**Metal 2**

Bar = 20 µm.
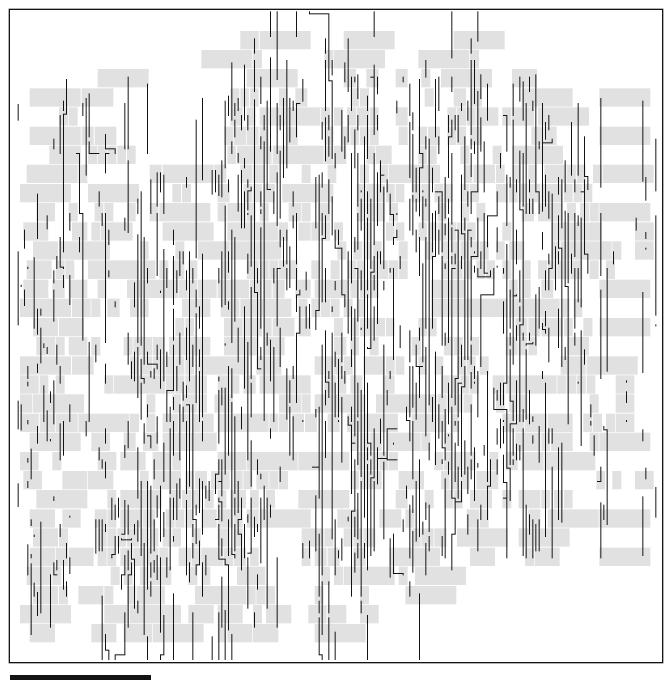
**Cells by drive strength**

Bar = 20 µm.
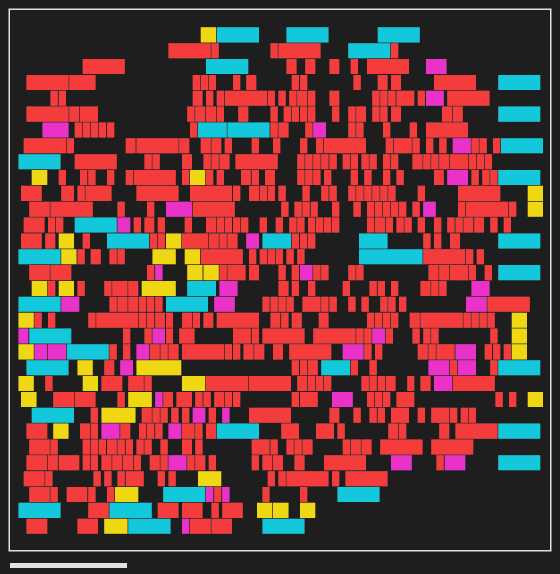
**Zoomed window**

Bar = 10 µm. Region (26, 8) to (66, 48) µm. Cells in gray, sequential cells in the stronger gray; small squares are vias.
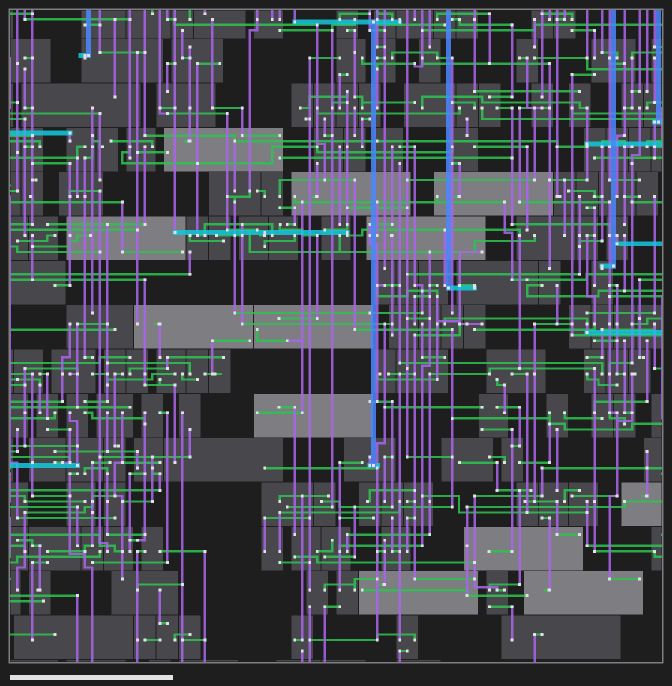
**Routing congestion map**

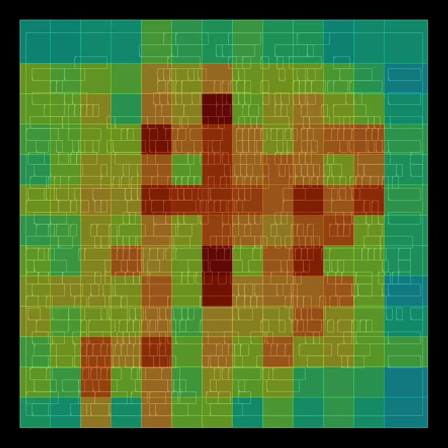
## src/rtl/multicycle_control_unit.sv

```systemverilog
// rtl/multicycle_control_unit.sv - multi-cycle RV32I-subset control FSM with memory handshake, traps and retire counter
module multicycle_control_unit #(
   parameter int ALU_CTRL_W  = 3,
   parameter int MEM_TIMEOUT = 16,
   parameter int RET_CNT_W   = 32
) (
   input  logic                  clk,
   input  logic                  rst,
   input  logic [31:0]           instr,
   input  logic                  mem_ready,
   input  logic                  alu_zero,
   output logic                  mem_req,
   output logic                  mem_we,
   output logic                  mem_addr_sel,
   output logic                  ir_write,
   output logic                  pc_write,
   output logic                  pc_src,
   output logic                  alu_src_a,
   output logic [1:0]            alu_src_b,
   output logic [ALU_CTRL_W-1:0] alu_ctrl,
   output logic                  wb_sel,
   output logic                  reg_write,
   output logic                  retire,
   output logic [RET_CNT_W-1:0]  ret_count,
   output logic                  illegal,
   output logic                  bus_error,
   output logic [2:0]            state
);

   typedef enum logic [2:0] {
      S_FETCH   = 3'd0,
      S_DECODE  = 3'd1,
      S_EXECUTE = 3'd2,
      S_MEM     = 3'd3,
      S_WB      = 3'd4,
      S_TRAP    = 3'd7
   } state_t;

   localparam logic [2:0] OP_ADD = 3'd0;
   localparam logic [2:0] OP_SUB = 3'd1;
   localparam logic [2:0] OP_AND = 3'd2;
   localparam logic [2:0] OP_OR  = 3'd3;
   localparam logic [2:0] OP_XOR = 3'd4;
   localparam logic [2:0] OP_SLT = 3'd5;

   // Wait counter only needs to reach MEM_TIMEOUT-1; keep at least one bit when timeout is 0 or 1.
   localparam int WAIT_W = (MEM_TIMEOUT < 2) ? 1 : $clog2(MEM_TIMEOUT + 1);
   localparam logic [WAIT_W-1:0] WAIT_LIMIT = WAIT_W'(MEM_TIMEOUT - 1);

   state_t                state_q, state_d;
   logic [WAIT_W-1:0]     wait_q;
   logic [RET_CNT_W-1:0]  ret_q;
   logic                  illegal_q, bus_error_q;

   logic       is_r, is_i, is_lw, is_sw, is_beq, legal;
   logic [2:0] dec_ctrl;

   logic       req_c, we_c, addr_sel_c, ir_write_c, pc_write_c, pc_src_c, src_a_c;
   logic [1:0] src_b_c;
   logic [2:0] ctrl_c;
   logic       wb_sel_c, reg_write_c, retire_c, set_illegal, set_bus_error;
   logic       timeout_hit;

   // Instruction class and ALU operation decode from the IR fields.
   always_comb begin
      is_r     = 1'b0;
      is_i     = 1'b0;
      is_lw    = 1'b0;
      is_sw    = 1'b0;
      is_beq   = 1'b0;
      legal    = 1'b0;
      dec_ctrl = OP_ADD;
      case (instr[6:0])
         7'h33: begin
            is_r = 1'b1;
            if (instr[31:25] == 7'h00) begin
               legal = 1'b1;
               case (instr[14:12])
                  3'b000:  dec_ctrl = OP_ADD;
                  3'b111:  dec_ctrl = OP_AND;
                  3'b110:  dec_ctrl = OP_OR;
                  3'b100:  dec_ctrl = OP_XOR;
                  3'b010:  dec_ctrl = OP_SLT;
                  default: legal = 1'b0;
               endcase
            end else if (instr[31:25] == 7'h20 && instr[14:12] == 3'b000) begin
               legal    = 1'b1;
               dec_ctrl = OP_SUB;
            end
         end
         7'h13: begin
            is_i  = 1'b1;
            legal = 1'b1;
            case (instr[14:12])
               3'b000:  dec_ctrl = OP_ADD;
               3'b111:  dec_ctrl = OP_AND;
               3'b110:  dec_ctrl = OP_OR;
               3'b100:  dec_ctrl = OP_XOR;
               default: legal = 1'b0;
            endcase
         end
         7'h03: begin
            is_lw = 1'b1;
            legal = (instr[14:12] == 3'b010);
         end
         7'h23: begin
            is_sw = 1'b1;
            legal = (instr[14:12] == 3'b010);
         end
         7'h63: begin
            is_beq = 1'b1;
            legal  = (instr[14:12] == 3'b000);
         end
         default: legal = 1'b0;
      endcase
   end

   // The limit cycle only traps when mem_ready is still low; callers check mem_ready first.
   assign timeout_hit = (MEM_TIMEOUT != 0) && (wait_q == WAIT_LIMIT);

   // Next-state and per-state control decode.
   always_comb begin
      state_d       = state_q;
      req_c         = 1'b0;
      we_c          = 1'b0;
      addr_sel_c    = 1'b0;
      ir_write_c    = 1'b0;
      pc_write_c    = 1'b0;
      pc_src_c      = 1'b0;
      src_a_c       = 1'b0;
      src_b_c       = 2'b00;
      ctrl_c        = OP_ADD;
      wb_sel_c      = 1'b0;
      reg_write_c   = 1'b0;
      retire_c      = 1'b0;
      set_illegal   = 1'b0;
      set_bus_error = 1'b0;
      case (state_q)
         S_FETCH: begin
            req_c   = 1'b1;
            src_b_c = 2'b10;
            if (mem_ready) begin
               ir_write_c = 1'b1;
               pc_write_c = 1'b1;
               state_d    = S_DECODE;
            end else if (timeout_hit) begin
               set_bus_error = 1'b1;
               state_d       = S_TRAP;
            end
         end
         S_DECODE: begin
            if (legal) begin
               state_d = S_EXECUTE;
            end else begin
               set_illegal = 1'b1;
               state_d     = S_TRAP;
            end
         end
         S_EXECUTE: begin
            src_a_c = 1'b1;
            if (is_r) begin
               ctrl_c  = dec_ctrl;
               state_d = S_WB;
            end else if (is_i) begin
               src_b_c = 2'b01;
               ctrl_c  = dec_ctrl;
               state_d = S_WB;
            end else if (is_lw || is_sw) begin
               src_b_c = 2'b01;
               state_d = S_MEM;
            end else if (is_beq) begin
               ctrl_c     = OP_SUB;
               pc_write_c = alu_zero;
               pc_src_c   = alu_zero;
               retire_c   = 1'b1;
               state_d    = S_FETCH;
            end else begin
               // IR changed under us after a legal decode; treat as illegal rather than guess.
               set_illegal = 1'b1;
               state_d     = S_TRAP;
            end
         end
         S_MEM: begin
            req_c      = 1'b1;
            addr_sel_c = 1'b1;
            we_c       = is_sw;
            if (mem_ready) begin
               if (is_sw) begin
                  retire_c = 1'b1;
                  state_d  = S_FETCH;
               end else begin
                  state_d = S_WB;
               end
            end else if (timeout_hit) begin
               set_bus_error = 1'b1;
               state_d       = S_TRAP;
            end
         end
         S_WB: begin
            reg_write_c = (instr[11:7] != 5'd0);
            wb_sel_c    = is_lw;
            retire_c    = 1'b1;
            state_d     = S_FETCH;
         end
         S_TRAP: state_d = S_TRAP;
         default: state_d = S_FETCH;
      endcase
   end

   // State, wait counter, retire counter and sticky trap flags.
   always_ff @(posedge clk) begin
      if (rst) begin
         state_q     <= S_FETCH;
         wait_q      <= '0;
         ret_q       <= '0;
         illegal_q   <= 1'b0;
         bus_error_q <= 1'b0;
      end else begin
         state_q <= state_d;
         wait_q  <= (req_c && !mem_ready) ? wait_q + WAIT_W'(1) : '0;
         if (retire_c)      ret_q       <= ret_q + RET_CNT_W'(1);
         if (set_illegal)   illegal_q   <= 1'b1;
         if (set_bus_error) bus_error_q <= 1'b1;
      end
   end

   // Hold every output at zero while reset is asserted, even before the reset edge.
   always_comb begin
      mem_req      = !rst && req_c;
      mem_we       = !rst && we_c;
      mem_addr_sel = !rst && addr_sel_c;
      ir_write     = !rst && ir_write_c;
      pc_write     = !rst && pc_write_c;
      pc_src       = !rst && pc_src_c;
      alu_src_a    = !rst && src_a_c;
      alu_src_b    = rst ? 2'b00 : src_b_c;
      alu_ctrl     = rst ? '0 : ALU_CTRL_W'(ctrl_c);
      wb_sel       = !rst && wb_sel_c;
      reg_write    = !rst && reg_write_c;
      retire       = !rst && retire_c;
      ret_count    = rst ? '0 : ret_q;
      illegal      = !rst && illegal_q;
      bus_error    = !rst && bus_error_q;
      state        = rst ? 3'd0 : state_q;
   end

endmodule

```

## config.mk

```make
export PLATFORM = sky130hd
export DESIGN_NAME = multicycle_control_unit
export DESIGN_NICKNAME = d
export VERILOG_FILES = /design/src/rtl/multicycle_control_unit.sv
export SDC_FILE = /design/constraint.sdc
export NUM_CORES = 1
export LEC_CHECK = 0
export ABC_AREA = 1
export CORE_UTILIZATION = 40
export CTS_BUF_LIST = sky130_fd_sc_hd__clkbuf_8 sky130_fd_sc_hd__clkbuf_16
export CTS_CLUSTER_SIZE = 30
export DETAILED_ROUTE_END_ITERATION = 6
export PLACE_DENSITY = 0.7
export SLEW_MARGIN = 15
export SYNTH_ARGS = -nofsm -noshare
export SYNTH_HDL_FRONTEND = slang
export SYNTH_SLANG_ARGS = --single-unit
```

## constraint.sdc

```tcl
create_clock -name clk -period 3.31 [get_ports clk]
set_clock_uncertainty 0.15 [all_clocks]
set_input_delay 0.662 -clock clk [delete_from_list [all_inputs] [get_ports clk]]
set_output_delay 0.662 -clock clk [all_outputs]
set_load 0.1 [all_outputs]
```

==> impl_metrics.env <==
# physical design summary
export IMPL_place_inst=725
export IMPL_ios=88
export IMPL_async_flop_share_pct=0
export IMPL_fp_utilization_pct=41.9
export IMPL_hold_viol_final=0
export IMPL_whs_ns=0.313
export IMPL_top_usage_layer="met2"
export IMPL_cp_buffers_inverters=2
export IMPL_topCombFamilyByArea="simple AND/OR/NAND/NOR gates"
export IMPL_rsz0062_at_grt="false"
export IMPL_grt_overflow=0
export IMPL_layout_cells_non_filler=733
export IMPL_syn_inst=560
export IMPL_min_period_ns=3.11
export IMPL_leakage_nw=1.69
export IMPL_p_per_area_nw_per_um2=414
export IMPL_fin_nets=669
export IMPL_ys_warn_count=0
export IMPL_clock_root_buffer="clkbuf_8"
export IMPL_status="finished clean"
export IMPL_drc=0
export IMPL_clock_fmax_mhz=322
export IMPL_ctsResizeCount=0
export IMPL_drv_slew=0
export IMPL_n_fill_cell=791
export IMPL_crit_family="buffers and inverters"
export IMPL_setup_viol=0
export IMPL_crit_arrival_ns=2.29
export IMPL_grt_pass1_wl_um=15700
export IMPL_ant_nets=0
export IMPL_holdBufCountCts=0
export IMPL_fin_tns_setup_ns=0
export IMPL_p_comb_mw=0.869
About 'metal 2':
wire length on this layer: 4390 µm
longest straight run: 54.1 µm
nets with wire on the layer: 522
share of all routed wire: 49%
main direction: vertical
WL final: 8950 µm
Vias: 3651
met2 Resource Use GR: 39.7%

About 'cells by drive strength':
| color | size | cells | share |
|---|---|---|---|
| magenta | _2 cells | 41 | 6.5% |
| cyan | _6 and larger | 38 | 6.0% |
| red | _0 and _1 cells | 516 | 82% |
| yellow | _3 and _4 cells | 36 | 5.7% |
post-route setup slack: 0.204 ns
Area Growth Syn to Fin: 37.4%
Non-clock buffers: 82
post-route cell area: 4520 µm²

About 'zoomed window':
| color | layer |
|---|---|
| purple | metal 2 |
| green | metal 1 |
| blue | metal 4 |
| cyan | metal 3 |
netlist names of flops here include: ret_q (9)
cells with their middle in the window: 152
most frequent: nand2_1 (41), nor2_1 (28), nand3_1 (15)
sequential cells in the window: 11

About 'routing congestion map':
met1 Usage GRT: 28.0%
met3 Usage GRT: 3.78%
Tot GR Track Use: 22.6%
Final Util: 57.6%
wire length per cell: 12.2 µm

